$ cat config.mk
export PLATFORM = sky130hd
export DESIGN_NAME = ps2_kbmat
export DESIGN_NICKNAME = d
export VERILOG_FILES = /design/src/rtl/ps2_kbmat.sv
export SDC_FILE = /design/constraint.sdc
export NUM_CORES = 1
export LEC_CHECK = 0
export CORE_ASPECT_RATIO = 0.8
export CORE_MARGIN = 2
export CORE_UTILIZATION = 52
export CTS_CLUSTER_DIAMETER = 80
export DETAILED_ROUTE_END_ITERATION = 16
export HOLD_SLACK_MARGIN = 0.02
export PLACE_DENSITY = 0.79
export SLEW_MARGIN = 10
export SYNTH_ARGS = -nofsm -noshare
export SYNTH_HDL_FRONTEND = slang
export SYNTH_SLANG_ARGS = --single-unit
$ cat constraint.sdc
create_clock -name mck -period 2.8 [get_ports mck]
set_clock_uncertainty 0.1 [all_clocks]
set_input_delay 0.56 -clock mck [delete_from_list [all_inputs] [get_ports mck]]
set_output_delay 0.56 -clock mck [all_outputs]
set_load 0.05 [all_outputs]
$ cat src/rtl/ps2_kbmat.sv
`default_nettype none
// ============================================================================
// Module   : ps2_kbmat
// Brief    : PS/2 keyboard receiver and scancode decoder driving a 64-bit
//            Z88 key matrix (1 = pressed, index = row*8 + col).
// Revision : 1.0 - initial release
// ============================================================================
module ps2_kbmat #(
    parameter int TMO_BITS = 13,
    parameter int EXT_EN   = 1
) (
    input  logic        mck,
    input  logic        rin_n,
    input  logic        ps2_clk,
    input  logic        ps2_dat,
    output logic [63:0] kbmat,
    output logic        kb_err,
    output logic        kb_vld,
    output logic [7:0]  kb_byte
);

    typedef enum logic [1:0] {RX_IDLE, RX_DATA, RX_PAR, RX_STOP} rx_state_t;
    typedef enum logic [1:0] {DEC_NORM, DEC_BRK, DEC_EXT, DEC_EXTBRK} dec_state_t;

    localparam logic [7:0] c_code_ext = 8'hE0;
    localparam logic [7:0] c_code_brk = 8'hF0;
    localparam logic [7:0] c_code_bat = 8'hAA;

    // ------------------------------------------------------------------
    // Synchronisers and falling-edge detect on the PS/2 clock
    // ------------------------------------------------------------------
    logic r_clk_s1, r_clk_s2, r_clk_prev;
    logic r_dat_s1, r_dat_s2;
    logic w_fall;

    always_ff @(posedge mck or negedge rin_n) begin
        if (!rin_n) begin
            r_clk_s1   <= 1'b1;
            r_clk_s2   <= 1'b1;
            r_clk_prev <= 1'b1;
            r_dat_s1   <= 1'b1;
            r_dat_s2   <= 1'b1;
        end else begin
            r_clk_s1   <= ps2_clk;
            r_clk_s2   <= r_clk_s1;
            r_clk_prev <= r_clk_s2;
            r_dat_s1   <= ps2_dat;
            r_dat_s2   <= r_dat_s1;
        end
    end

    assign w_fall = r_clk_prev & ~r_clk_s2;

    // ------------------------------------------------------------------
    // Frame receiver
    // ------------------------------------------------------------------
    rx_state_t           r_rx_state, w_rx_next;
    logic [2:0]          r_bit_cnt, w_bit_cnt_next;
    logic [7:0]          r_shift, w_shift_next;
    logic                r_par, w_par_next;
    logic [TMO_BITS-1:0] r_tmo, w_tmo_next;
    logic                w_tmo_wrap, w_vld_next, w_err_next;
    logic                r_kb_vld, r_kb_err;
    logic [7:0]          r_kb_byte;

    always_ff @(posedge mck or negedge rin_n) begin
        if (!rin_n) begin
            r_rx_state <= RX_IDLE;
            r_bit_cnt  <= 3'd0;
            r_shift    <= 8'h00;
            r_par      <= 1'b0;
            r_tmo      <= '0;
            r_kb_vld   <= 1'b0;
            r_kb_err   <= 1'b0;
            r_kb_byte  <= 8'h00;
        end else begin
            r_rx_state <= w_rx_next;
            r_bit_cnt  <= w_bit_cnt_next;
            r_shift    <= w_shift_next;
            r_par      <= w_par_next;
            r_tmo      <= w_tmo_next;
            r_kb_vld   <= w_vld_next;
            r_kb_err   <= w_err_next;
            if (w_vld_next) begin
                r_kb_byte <= r_shift;
            end
        end
    end

    // The counter wraps to zero by itself; the wrap also aborts the frame.
    assign w_tmo_wrap = (r_rx_state != RX_IDLE) && !w_fall && (&r_tmo);

    always_comb begin
        w_rx_next      = r_rx_state;
        w_bit_cnt_next = r_bit_cnt;
        w_shift_next   = r_shift;
        w_par_next     = r_par;
        w_vld_next     = 1'b0;
        w_err_next     = 1'b0;
        w_tmo_next     = (w_fall || r_rx_state == RX_IDLE) ? '0 : r_tmo + 1'b1;

        if (w_tmo_wrap) begin
            w_rx_next  = RX_IDLE;
            w_err_next = 1'b1;
        end else if (w_fall) begin
            case (r_rx_state)
                RX_IDLE: begin
                    if (!r_dat_s2) begin
                        w_rx_next      = RX_DATA;
                        w_bit_cnt_next = 3'd0;
                    end else begin
                        w_err_next = 1'b1;
                    end
                end
                RX_DATA: begin
                    w_shift_next   = {r_dat_s2, r_shift[7:1]};
                    w_bit_cnt_next = r_bit_cnt + 3'd1;
                    if (r_bit_cnt == 3'd7) begin
                        w_rx_next = RX_PAR;
                    end
                end
                RX_PAR: begin
                    w_par_next = r_dat_s2;
                    w_rx_next  = RX_STOP;
                end
                default: begin
                    if (r_dat_s2 && (^{r_shift, r_par})) begin
                        w_vld_next = 1'b1;
                    end else begin
                        w_err_next = 1'b1;
                    end
                    w_rx_next = RX_IDLE;
                end
            endcase
        end
    end

    // ------------------------------------------------------------------
    // Scancode decoder and key matrix
    // ------------------------------------------------------------------
    dec_state_t  r_dec_state, w_dec_next;
    logic [63:0] r_kbmat;
    logic [6:0]  w_map;
    logic        w_ext_sel, w_km_set, w_km_clr, w_km_clr_all;

    assign w_ext_sel = (r_dec_state == DEC_EXT) || (r_dec_state == DEC_EXTBRK);

    // Bit 6 set marks an unmapped code.
    always_comb begin
        w_map = 7'h40;
        if (w_ext_sel) begin
            case (r_kb_byte)
                8'h75:   w_map = 7'd3;
                8'h6B:   w_map = 7'd4;
                default: w_map = 7'h40;
            endcase
        end else begin
            case (r_kb_byte)
                8'h5A:   w_map = 7'd6;
                8'h1C:   w_map = 7'd45;
                8'h29:   w_map = 7'd53;
                8'h12:   w_map = 7'd54;
                8'h59:   w_map = 7'd63;
                default: w_map = 7'h40;
            endcase
        end
    end

    always_comb begin
        w_dec_next   = r_dec_state;
        w_km_set     = 1'b0;
        w_km_clr     = 1'b0;
        w_km_clr_all = 1'b0;
        if (r_kb_vld) begin
            if (r_kb_byte == c_code_bat) begin
                w_km_clr_all = 1'b1;
                w_dec_next   = DEC_NORM;
            end else if (r_kb_byte == c_code_ext) begin
                if (EXT_EN != 0) begin
                    if (r_dec_state == DEC_NORM) w_dec_next = DEC_EXT;
                    if (r_dec_state == DEC_BRK)  w_dec_next = DEC_EXTBRK;
                end
            end else if (r_kb_byte == c_code_brk) begin
                if (r_dec_state == DEC_NORM) w_dec_next = DEC_BRK;
                if (r_dec_state == DEC_EXT)  w_dec_next = DEC_EXTBRK;
            end else begin
                w_dec_next = DEC_NORM;
                if (!w_map[6]) begin
                    if (r_dec_state == DEC_BRK || r_dec_state == DEC_EXTBRK) begin
                        w_km_clr = 1'b1;
                    end else begin
                        w_km_set = 1'b1;
                    end
                end
            end
        end
    end

    always_ff @(posedge mck or negedge rin_n) begin
        if (!rin_n) begin
            r_dec_state <= DEC_NORM;
            r_kbmat     <= 64'd0;
        end else begin
            r_dec_state <= w_dec_next;
            if (w_km_clr_all) begin
                r_kbmat <= 64'd0;
            end else if (w_km_set) begin
                r_kbmat[w_map[5:0]] <= 1'b1;
            end else if (w_km_clr) begin
                r_kbmat[w_map[5:0]] <= 1'b0;
            end
        end
    end

    assign kbmat   = r_kbmat;
    assign kb_err  = r_kb_err;
    assign kb_vld  = r_kb_vld;
    assign kb_byte = r_kb_byte;

endmodule
`default_nettype wire

==> out/writeup.txt <==
The run gives 0 as the antenna diode instance count. On the worst setup and hold paths after CTS, the clock-pin slew comes to 0.11 ns. The endpoint required time on the critical path was 2.14 ns; the quantity of gates resized following cts was 0. For this run, the post-layout net count is 451.

The footprint of the flip-flops and latches is 2710 um2. In the final routed layout, each cell accounts on average for 15.3 um. Final hold analysis gives a worst-case slack of 0.0726 ns.

The longest clock path from root to sink contains 2 buffers. The clock net sink count came out at 108. The area taken by multi-input combinational cells is reported as 1640 um2.

With the sequential element share of the synthesized area at 0.612, the floorplan die area is 9280 um2. Routability-driven placement finished with a final weighted congestion of 0.815. By startpoint and endpoint, the worst setup path is classified as reg -> out. The top fanout value on the critical path is 10. The fraction of final layout cells with drive strength greater than 1 is 0.122, and the overall global routing resource usage is 0.200.

The completed layout was analyzed and its total power is 3810 uW. The share of the clock period used by the worst path after layout was 0.878. The first global-routing pass estimated 14500 um of wire. Count of flip-flops with a built-in enable after synthesis: 0. During synthesis, Yosys emitted a total of 0 warnings.

Per the post-synthesis report, the nets total 370. The share of the synthesized area in the top cell type works out to 0.582. In this run the remaining antenna-violating nets after routing total 0. The run finished with clean final reports. The synthesized instance count is 358.

The standard cell core area is 8370 um2, and the count of input and output buffers is 77. Using the TritonRoute via totals, the vias-per-cell ratio works out to 5.10. The final count of pins violating max slew is 0. With the worst max-slew margin expressed relative to the limit at 0.611, the number of H-tree branching levels is 3.

The run gives 0.0857 as the met3 usage. Share of flip-flops with an asynchronous set or reset after synthesis: 1.00. Setup repair after global routing left no endpoint under its margin. The total grt overflow was 0; the count of buffering cells on the critical path with inverters included was 1.

In this run the static leakage power is 0.00257 uW. The run gives 5940 um as the half-perimeter wire length after detailed placement. The synthesized netlist occupies a cell area of 4430 um2. The stage logs contain a warning count of 30. In this run, the number of DRC markers left after iteration 0 of detailed routing was 125. The run gives 107 um for the die width. The floorplan has 30 rows. Timing would allow up to 407 MHz. Per the synth log, the flip-flop and latch total comes to 108. According to the floorplan report, the die height is 86.6 um.

The count of fill cells added during filler insertion was 633. The largest stage delay on the critical path was 0.87 ns; the final-report setup violation count was 0. The area recorded from the Yosys report for this design is 4430 um2. With the initial antenna violation count at 0, the time the worst path needs with I/O delays and setup is 2.46 ns. The synthesized area per cell is 12.4 um2. For the number of global-route vias before repair, the log shows 2939.

At the later pin of the worst-skew pair, clock insertion delay measures 0.37 ns. IR analysis of the VDD net gives a maximum drop of 0.377 mV. The measured slew at the worst slew-check pin is 0.584 ns. After synthesis, the cell types taking the most area are sky130_fd_sc_hd__dfrtp_1 58%, sky130_fd_sc_hd__and2_1 8.2%, sky130_fd_sc_hd__dfstp_2 3.0%. In this run the maximum-capacitance check reported violations numbering 0.

The gate-level netlist out of Yosys references 50 unique cell types. TritonCTS buffer count: 9. Setup slack on the worst path after placement came out at 0.706 ns. The floorplan utilization came out at 0.529. The cell sequence reported for the critical path is clkdlybuf4s50_1. The DRC violation total left in the routed layout is recorded as 0. The arrival time of data at the worst endpoint is listed as 1.80 ns.

The most common flop cell mapped by yosys is sky130_fd_sc_hd__dfrtp_1. In this run the post-CTS setup repair buffer count came out at 0. The kind of capture point of the worst setup path is an output port. The power per cell area came out at 689 nW/um2. The timing report attributes the biggest portion of critical-path delay to buffers and inverters.

78 I/O pins were placed. The biggest area contributor in the post-synthesis netlist is sky130_fd_sc_hd__dfrtp_1. The worst setup path is launched from a flop. The cell at the root of the clock tree is sky130_fd_sc_hd__clkbuf_8.

Entering global routing, the biggest net connects 58 pins. The total negative setup slack is 0 ns, and the final number of hold-violating endpoints is 0. TritonCTS built the clock tree. The type recorded for the worst min-delay path is in -> async. Cell at the slowest stage of the critical path: sky130_fd_sc_hd__clkdlybuf4s50_1.

After clock tree synthesis, the flow added hold-fix buffers numbering 0. The number of cells reported by Yosys stat comes to 358. Global-route layer with the greatest usage: met2.

According to the report, the first pass of detailed routing completed in 4 iterations.
## placed cells by master (no fill, tap or decap), types with 9 or more instances in the layout
cell | synthesis | routed
sky130_fd_sc_hd__xnor2_1 | 10 | 10
sky130_fd_sc_hd__nand2_1 | 13 | 13
sky130_fd_sc_hd__o21ai_0 | 9 | 9
sky130_fd_sc_hd__dfrtp_1 | 103 | 103
sky130_fd_sc_hd__and2_1 | 58 | 58
sky130_fd_sc_hd__nor2_1 | 25 | 25
sky130_fd_sc_hd__clkbuf_8 | 0 | 9
sky130_fd_sc_hd__clkdlybuf4s50_1 | 0 | 76
sky130_fd_sc_hd__a21oi_1 | 15 | 15
## report_power, final
group | internal, uW | switching, uW
combinational | 448 | 525
sequential | 1710 | 192
clock | 354 | 586
## registers in the layout, summed over array words and instances (netlist names)
| name | cells |
|---|---|
| r_clk_s2 | 1 |
| kb_vld | 1 |
| r_par | 1 |
| kb_err | 1 |
| r_dat_s1 | 1 |
| r_dat_s2 | 1 |
| kb_byte | 8 |
| r_dec_state | 2 |
| r_tmo | 13 |
| r_clk_s1 | 1 |
| r_bit_cnt | 3 |
| r_shift | 8 |
| kbmat | 64 |
| r_rx_state | 2 |
| r_clk_prev | 1 |
## routing by layer
layer  wire [um]  vias to the layer above
met5           0                        -
met4          61                        0
met3         695                        6
met2        3900                       67
met1        3860                     1401
li1            -                     1363
## synth_stat cells (all sizes together) (2+ instances only)
cell type and instances:
dfrtp 103, and2 58, nor2 26, a21oi 16, mux2 16, nand2 14
clkbuf 10, o21ai 10, xnor2 10, inv 9, ha 8, nand3 8
nor2b 7, nor3b 7, xor2 6, and3 5, dfstp 5, mux2i 5
nand4 4, nand2b 3, o2111ai 3, or3 3, a31oi 2, and3b 2
buf 2, o211ai 2
## worst paths after layout
path	startpoint	end	slack (ns)	cells after the start
max reg2reg	r_shift[1]	kb_byte[2]	0.69	6
min reg2reg	r_clk_s1	r_clk_s2	0.26	0
max	kb_byte[1]	kb_byte[1]	0.34	1
min in group mck	r_clk_s1	r_clk_s2	0.26	0
max in group asynchronous	rin_n	kbmat[38]	1.76	2
min	rin_n	r_shift[3]	0.07	1
## kinds of logic after synthesis
logic type / after synthesis / synth area share
XOR/XNOR: 17 / 0.0367
multiplexers: 21 / 0.0588
flip-flops: 108 / 0.612
adder cells (fa/ha/maj): 8 / 0.0226
buffers and inverters: 21 / 0.0184
AND/OR/NAND/NOR: 141 / 0.190
AND-OR/OR-AND: 42 / 0.0624
## stage by stage
step           utilization  instances  instance area, um2
6_report             0.661        556                5530
5_1_grt              0.661        556                5530
4_1_cts              0.661        556                5530
3_5_place_dp         0.636        540                5330
3_3_place_gp         0.636        540                5330
2_1_floorplan            -        358                4430
## area by class of cell
cell class                      count  share of cell area
Sequential cell                   108               0.490
Multi-Input combinational cell    229               0.296
Timing Repair Buffer               82               0.146
Tap cell                          112              0.0253
Clock buffer                        9              0.0224
Clock inverter                      7              0.0143
Inverter                            9             0.00611
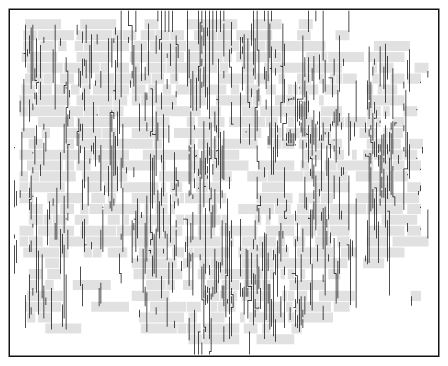
m2.png
The wires run mostly vertical. 393 nets have wire on it. The longest straight run is 32.0 um. The layer holds 46% of the routed length. The layer carries 3900 um of wire.
global routing usage on met2: 0.307
total number of vias: 2837
final wirelength: 8510 um

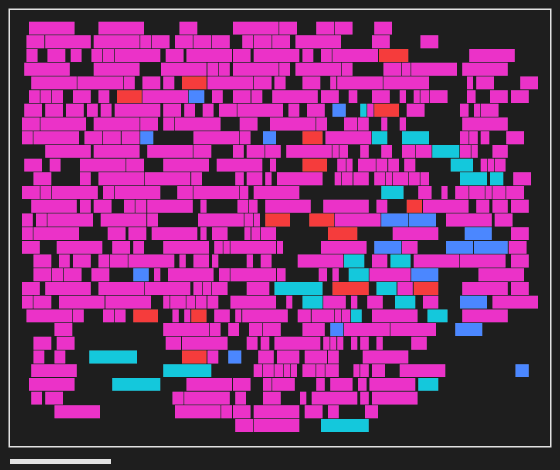
sizing.png
The bar under the picture is 20 um long.
x6 and larger: marked red, cells 15. x3 and x4: marked blue, cells 17. x1 and smaller: marked magenta, cells 390. x2: marked cyan, cells 22.
count of plain and timing-repair buffers: 82
min setup slack post-route: 0.342 ns
area added between synthesis and finish: 24.9%

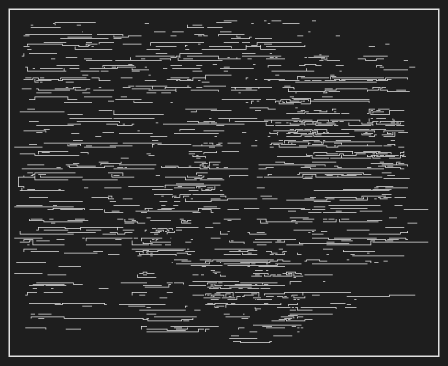
m1.png
The wires run mostly horizontal. The longest straight run is 20.2 um.
met1 global-route usage: 0.269

Power figures rest on the tool's default switching activity, not on a simulated workload.
